clock_wires.png
Scale bar: 10 um.
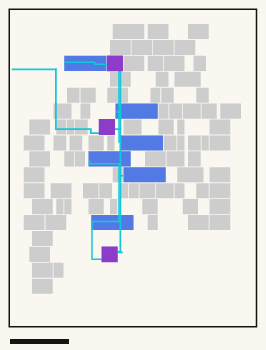
pinout.png
Pins as bars across the die edge, other pins in grey.
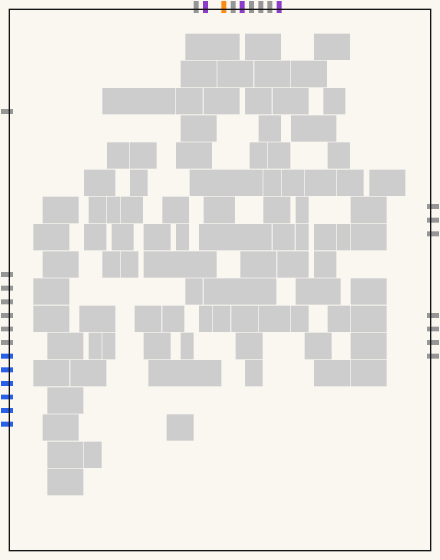
util_map.png
The die is cut into 8 by 11 equal tiles; white is low, dark blue is high, 0 to 100% covered.
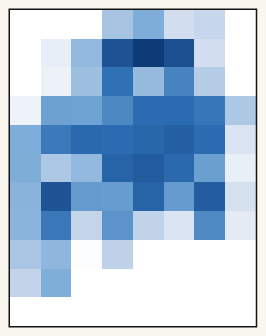
$ cat src/rtl/multicycle_sequencer.sv
`default_nettype none
// ============================================================================
// Module   : multicycle_sequencer
// Brief    : Multi-cycle FETCH/DECODE/EXEC/MEM/WB control FSM for Mini-MIPS.
//            Optional performance counters under macro SEQ_PERF_CNT_EN.
// Revision : 1.0 - initial release
// ============================================================================
module multicycle_sequencer #(
    parameter logic [5:0]  HALT_OP = 6'd63,
    parameter int unsigned CNT_W   = 32
) (
    input  logic             clk,
    input  logic             rst,
    input  logic             start,
    input  logic [5:0]       op_code,
    input  logic [5:0]       func,
    input  logic             instr_valid,
    input  logic             mem_ready,
    output logic             ir_write,
    output logic             pc_inc,
    output logic             alu_en,
    output logic             branch_eval,
    output logic             mem_read_en,
    output logic             mem_write_en,
    output logic             reg_write_en,
    output logic             busy,
    output logic             halted,
    output logic [2:0]       state
`ifdef SEQ_PERF_CNT_EN
    ,
    output logic [CNT_W-1:0] instr_count,
    output logic [CNT_W-1:0] stall_count
`endif
);

    typedef enum logic [2:0] {
        S_IDLE   = 3'd0,
        S_FETCH  = 3'd1,
        S_DECODE = 3'd2,
        S_EXEC   = 3'd3,
        S_MEM    = 3'd4,
        S_WB     = 3'd5,
        S_HALT   = 3'd6
    } state_t;

    typedef enum logic [2:0] {
        CLS_ALU    = 3'd0,
        CLS_LOAD   = 3'd1,
        CLS_STORE  = 3'd2,
        CLS_BRANCH = 3'd3,
        CLS_NOWB   = 3'd4,
        CLS_HALT   = 3'd5
    } cls_t;

    localparam logic [5:0] c_OP_SPECIAL = 6'd0;
    localparam logic [5:0] c_OP_LOAD    = 6'd35;
    localparam logic [5:0] c_OP_STORE   = 6'd43;

    state_t r_state;
    state_t w_next;
    cls_t   r_cls;
    cls_t   w_dec_cls;

    if (CNT_W == 0) begin : g_cnt_w_check
        $error("CNT_W must be at least 1");
    end

    // Priority-ordered instruction class decode
    always_comb begin
        w_dec_cls = CLS_ALU;
        if (op_code == HALT_OP)
            w_dec_cls = CLS_HALT;
        else if (op_code == c_OP_LOAD)
            w_dec_cls = CLS_LOAD;
        else if (op_code == c_OP_STORE)
            w_dec_cls = CLS_STORE;
        else if (op_code == 6'd41 || (op_code >= 6'd48 && op_code <= 6'd54))
            w_dec_cls = CLS_BRANCH;
        else if (op_code == 6'd1 || op_code == 6'd3 ||
                 (op_code == c_OP_SPECIAL &&
                  (func == 6'd24 || func == 6'd25 || func == 6'd26)))
            w_dec_cls = CLS_NOWB;
    end

    always_ff @(posedge clk) begin
        if (rst) begin
            r_state <= S_IDLE;
            r_cls   <= CLS_ALU;
        end else begin
            r_state <= w_next;
            if (r_state == S_DECODE)
                r_cls <= w_dec_cls;
        end
    end

    always_comb begin
        w_next       = r_state;
        ir_write     = 1'b0;
        pc_inc       = 1'b0;
        alu_en       = 1'b0;
        branch_eval  = 1'b0;
        mem_read_en  = 1'b0;
        mem_write_en = 1'b0;
        reg_write_en = 1'b0;
        busy         = 1'b1;
        halted       = 1'b0;
        case (r_state)
            S_IDLE: begin
                busy = 1'b0;
                if (start)
                    w_next = S_FETCH;
            end
            S_FETCH: begin
                ir_write = instr_valid;
                pc_inc   = instr_valid;
                if (instr_valid)
                    w_next = S_DECODE;
            end
            S_DECODE: begin
                w_next = (w_dec_cls == CLS_HALT) ? S_HALT : S_EXEC;
            end
            S_EXEC: begin
                alu_en      = 1'b1;
                branch_eval = (r_cls == CLS_BRANCH);
                case (r_cls)
                    CLS_LOAD, CLS_STORE: w_next = S_MEM;
                    CLS_ALU:             w_next = S_WB;
                    default:             w_next = S_FETCH;
                endcase
            end
            S_MEM: begin
                // Strobe stays up through the cycle in which mem_ready arrives
                mem_read_en  = (r_cls == CLS_LOAD);
                mem_write_en = (r_cls == CLS_STORE);
                if (mem_ready)
                    w_next = (r_cls == CLS_LOAD) ? S_WB : S_FETCH;
            end
            S_WB: begin
                reg_write_en = 1'b1;
                w_next       = S_FETCH;
            end
            S_HALT: begin
                busy   = 1'b0;
                halted = 1'b1;
            end
            default: begin
                busy   = 1'b0;
                w_next = S_IDLE;
            end
        endcase
    end

    assign state = r_state;

`ifdef SEQ_PERF_CNT_EN
    logic [CNT_W-1:0] r_instr_count;
    logic [CNT_W-1:0] r_stall_count;

    always_ff @(posedge clk) begin
        if (rst) begin
            r_instr_count <= '0;
            r_stall_count <= '0;
        end else begin
            if (r_state == S_DECODE && w_dec_cls != CLS_HALT)
                r_instr_count <= r_instr_count + CNT_W'(1);
            if ((r_state == S_FETCH && !instr_valid) ||
                (r_state == S_MEM && !mem_ready))
                r_stall_count <= r_stall_count + CNT_W'(1);
        end
    end

    assign instr_count = r_instr_count;
    assign stall_count = r_stall_count;
`endif

endmodule
`default_nettype wire

$ cat config.mk
export PLATFORM = sky130hd
export DESIGN_NAME = multicycle_sequencer
export DESIGN_NICKNAME = d
export VERILOG_FILES = /design/src/rtl/multicycle_sequencer.sv
export SDC_FILE = /design/constraint.sdc
export NUM_CORES = 1
export LEC_CHECK = 0
export CAP_MARGIN = 20
export CORE_AREA = 2 2 40 52
export DETAILED_ROUTE_END_ITERATION = 8
export DIE_AREA = 0 0 42 54
export PLACE_DENSITY = 0.69
export SETUP_SLACK_MARGIN = 0.1
export SYNTH_ARGS = -nofsm -noshare
export SYNTH_HDL_FRONTEND = slang
export SYNTH_SLANG_ARGS = --single-unit
$ cat constraint.sdc
create_clock -name clk -period 3.6 [get_ports clk]
set_input_delay 0.72 -clock clk [delete_from_list [all_inputs] [get_ports clk]]
set_output_delay 0.72 -clock clk [all_outputs]
set_load 0.02 [all_outputs]
==> flow_metrics.py <==
# Auto-generated metrics
metrics = {
    "cts": {
        "cts_tree": "built",
        "clock_path_buffers": 2,
        "cts_resized": 0,
        "h-tree-depth": 1,
        "cts_buffers": 3,
        "hold_buffers": 0,
        "cts_setup_buffers": 0,
        "clk_pin_slew_worst_paths_ps": 50,
        "clk_latency_ps": 250,
        "cts_root_buffer": "clkbuf_4",
        "clock-sinks": 6,
    },
    "global_routing": {
        "antenna_found_initial": 0,
        "grt_max_degree": 11,
        "grt_pass1_wl_mm": 2.201,
        "grtUsageTotal_pct": 12.98,
        "grt_pass1_vias": 570,
        "grt_overflow_total": 0,
    },
    "place": {
        "portBuffers": 28,
        "dp_hpwl_mm": 1.077,
        "gp_congestion": 0.7227,
        "pre_cts_slack_ps": 847.8,
        "placed_cells": 110,
        "place_area_um2": 800.8,
    },
    "final_timing": {
        "final_max_slew_viol_count": 0,
        "finClkSkew_ps": 3.752,
        "worstMarginPinSlew_ps": 342.3,
        "max_freq_mhz": 362.7,
        "max-slew-margin-rel_pct": 77.05,
        "min_period_ps": 2757,
        "hold_ws_ps": 577.3,
        "fin_ws_ps": 842.8,
        "tns_ps": 0,
        "finalClockPeriodUsage_pct": 76.59,
        "setup_viol": 0,
        "hold_viol_final": 0,
        "rsz0062_at_grt": "no",
    },
    "die": {
        "core_mm2": 0.001824,
        "die_h_um": 54,
        "fp-utilization_pct": 27.85,
        "num_rows": 18,
        "die_width_um": 42,
        "io_pins": 29,
        "die-area_mm2": 0.002268,
    },
    "power_and_ir_drop": {
        "p_comb_share_pct": 36.5,
        "seqPwrFrac_pct": 35.7,
        "pwr-share-clk_pct": 27.8,
        "vdd_drop_max_mv": 0.1628,
        "power_density_mw_per_mm2": 279.3,
        "p_total_mw": 0.2299,
        "p_leak_nw": 0.2919,
        "p_int_mw": 0.1559,
        "swShare_pct": 32.19,
        "netSwitchingPower_mw": 0.07402,
    },
    "logic_synthesis": {
        "ys_area_um2": 508.0,
        "fp_nets": 82,
        "ys_cells": 64,
        "area_leaders": "dfxtp_1 24%, a21oi_1 8.9%, or2b_1 5.9%",
        "postSynthSeqShare_pct": 23.65,
        "edf_count": 0,
        "netlist_instances": 64,
        "yosysWarnings": 0,
        "ys_types": 35,
        "avgSynthCellArea_um2": 7.937,
        "synthArstFlopShare_pct": 0,
        "synth.top_cell.area_share_pct": 23.65,
        "syn_area_um2": 508.0,
        "yosysMostFrequentCell": "a21oi_1",
        "ff_type": "dfxtp_1",
        "ys_seq_elements": 6,
        "synth_top_cell_by_area": "dfxtp_1",
        "common_cells": "9 x a21oi_1, 6 x dfxtp_1, 5 x nor2_1, 4 x or2b_1",
    },
    "worst_setup_path": {
        "critPathMostFrequentCell": "clkdlybuf4s50_1",
        "crit_type": "in2out",
        "crit_path_end_kind": "output port",
        "arrival_ps": 2040,
        "cp.required_ps": 2880,
        "crit_slowest_cell": "clkdlybuf4s50_1",
        "startpoint_type": "primary input",
        "slowest_delay_ps": 640,
        "rr_worst_depth": 4,
        "cp_cell_sequence": "clkdlybuf4s50_1, and2_1, clkdlybuf4s50_1",
        "cp_max_fo": 4,
    },
    "finish": {
        "drive_gt1_share_pct": 8.602,
        "n_fill_cell": 185,
        "final_cell_area_um2": 823.3,
        "seq_area_um2": 120.1,
        "nets": 113,
        "comb_area_um2": 367.9,
        "postLayoutCoreUtil_pct": 45.13,
        "synthToLayoutAreaGrowth_pct": 62.07,
        "final_cell_count_no_fill": 113,
        "n_antenna_cell": 0,
    },
    "min_path": {
        "whs_path_depth": 2,
        "min_path_type": "reg2reg",
    },
    "routing": {
        "dr.pass1.iters": 4,
        "via_per_inst": 5.655,
        "wl_per_cell_um": 12.31,
        "dr_total_vias": 639,
        "ant_nets": 0,
        "routed_wl_mm": 1.391,
        "drc_errors": 0,
        "drt_iter0_drc": 5,
    },
    "run_status": {
        "run_status": "complete, no violations",
    },
    "run": {
        "warnings": 26,
        "maxCapViolCount": 0,
    },
}
About clock_wires.png:
[blue] flip-flops | count: 6
[cyan] clock wires | length: 120 um
[purple] clock-net drivers | count: 3
routed clock nets: 4
flops lie: middle

About pinout.png:
| colour | port | pins | direction | edge |
|---|---|---|---|---|
| blue | func | 6 | input | left |
| purple | state | 3 | output | top |
| orange | rst | 1 | input | top |

About util_map.png:
tiles over 75% full: 18%
fullest tile: 96%
mean over tiles: 35%
densest ninth of the die: middle

[worst max-delay path: cells and delay by family]
family,cells,cell delay (ps)
buffers and inverters,2,1110
AND/OR/NAND/NOR,1,210
[power groups by stage]
stage                     combinational, mW  clock, mW  sequential, mW
after floorplan                      0.0431          0          0.0815
after global placement               0.0823          0          0.0826
after detailed placement             0.0838          0          0.0833
after CTS                            0.0846     0.0663          0.0821
after global routing                 0.0908     0.0677          0.0829
final                                0.0839     0.0639          0.0822
[registers in the layout, summed over array words and instances (netlist names)]
| register | flops |
|---|---|
| r_cls | 3 |
| state | 3 |
[path summary, 6_finish.rpt]
check | startpoint | endpoint | slack (ps)
setup / recovery | instr_valid | pc_inc | 840
hold / removal | r_cls[2]$_SDFFE_PP0N_ | r_cls[2]$_SDFFE_PP0N_ | 580
setup reg to reg | state[1]$_SDFFE_PP0P_ | state[0]$_SDFFE_PP0P_ | 2120
hold reg to reg | r_cls[2]$_SDFFE_PP0N_ | r_cls[2]$_SDFFE_PP0N_ | 580
[per-layer routing]
layer,vias to the layer above,share of wire (%),global-route usage (%)
li1,308,-,-
met1,297,40,12.95
met2,29,50,23.70
met3,5,6.8,2.013
met4,0,3.0,11.29
met5,-,0,0
[cell usage in the layout (no fill, tap or decap), types with 2 or more instances in the layout]
cell	count
and3_1	2
a211o_1	2
clkbuf_4	3
dfxtp_1	6
nor4_1	3
nand2_1	2
a211oi_1	2
nor2_1	5
nand2b_1	3
clkdlybuf4s50_1	28
a21oi_1	9
or2b_1	4
inv_1	2
[cells by family after synthesis]
| group | after synthesis | synth area share (%) |
|---|---|---|
| buf+inv | 4 | 3.941 |
| mux | 1 | 1.971 |
| compound gates | 22 | 30.05 |
| flops | 6 | 23.65 |
| fa+ha+maj | 1 | 2.463 |
| simple gates | 30 | 37.94 |
[layout make-up]
type	instances	share of cell area (%)
Timing Repair Buffer	28	34.04
Sequential cell	6	14.59
Clock buffer	3	2.736
Multi-Input combinational cell	54	44.68
Inverter	2	0.9119
Tap cell	20	3.040
Power is estimated from default activity; no workload was simulated.
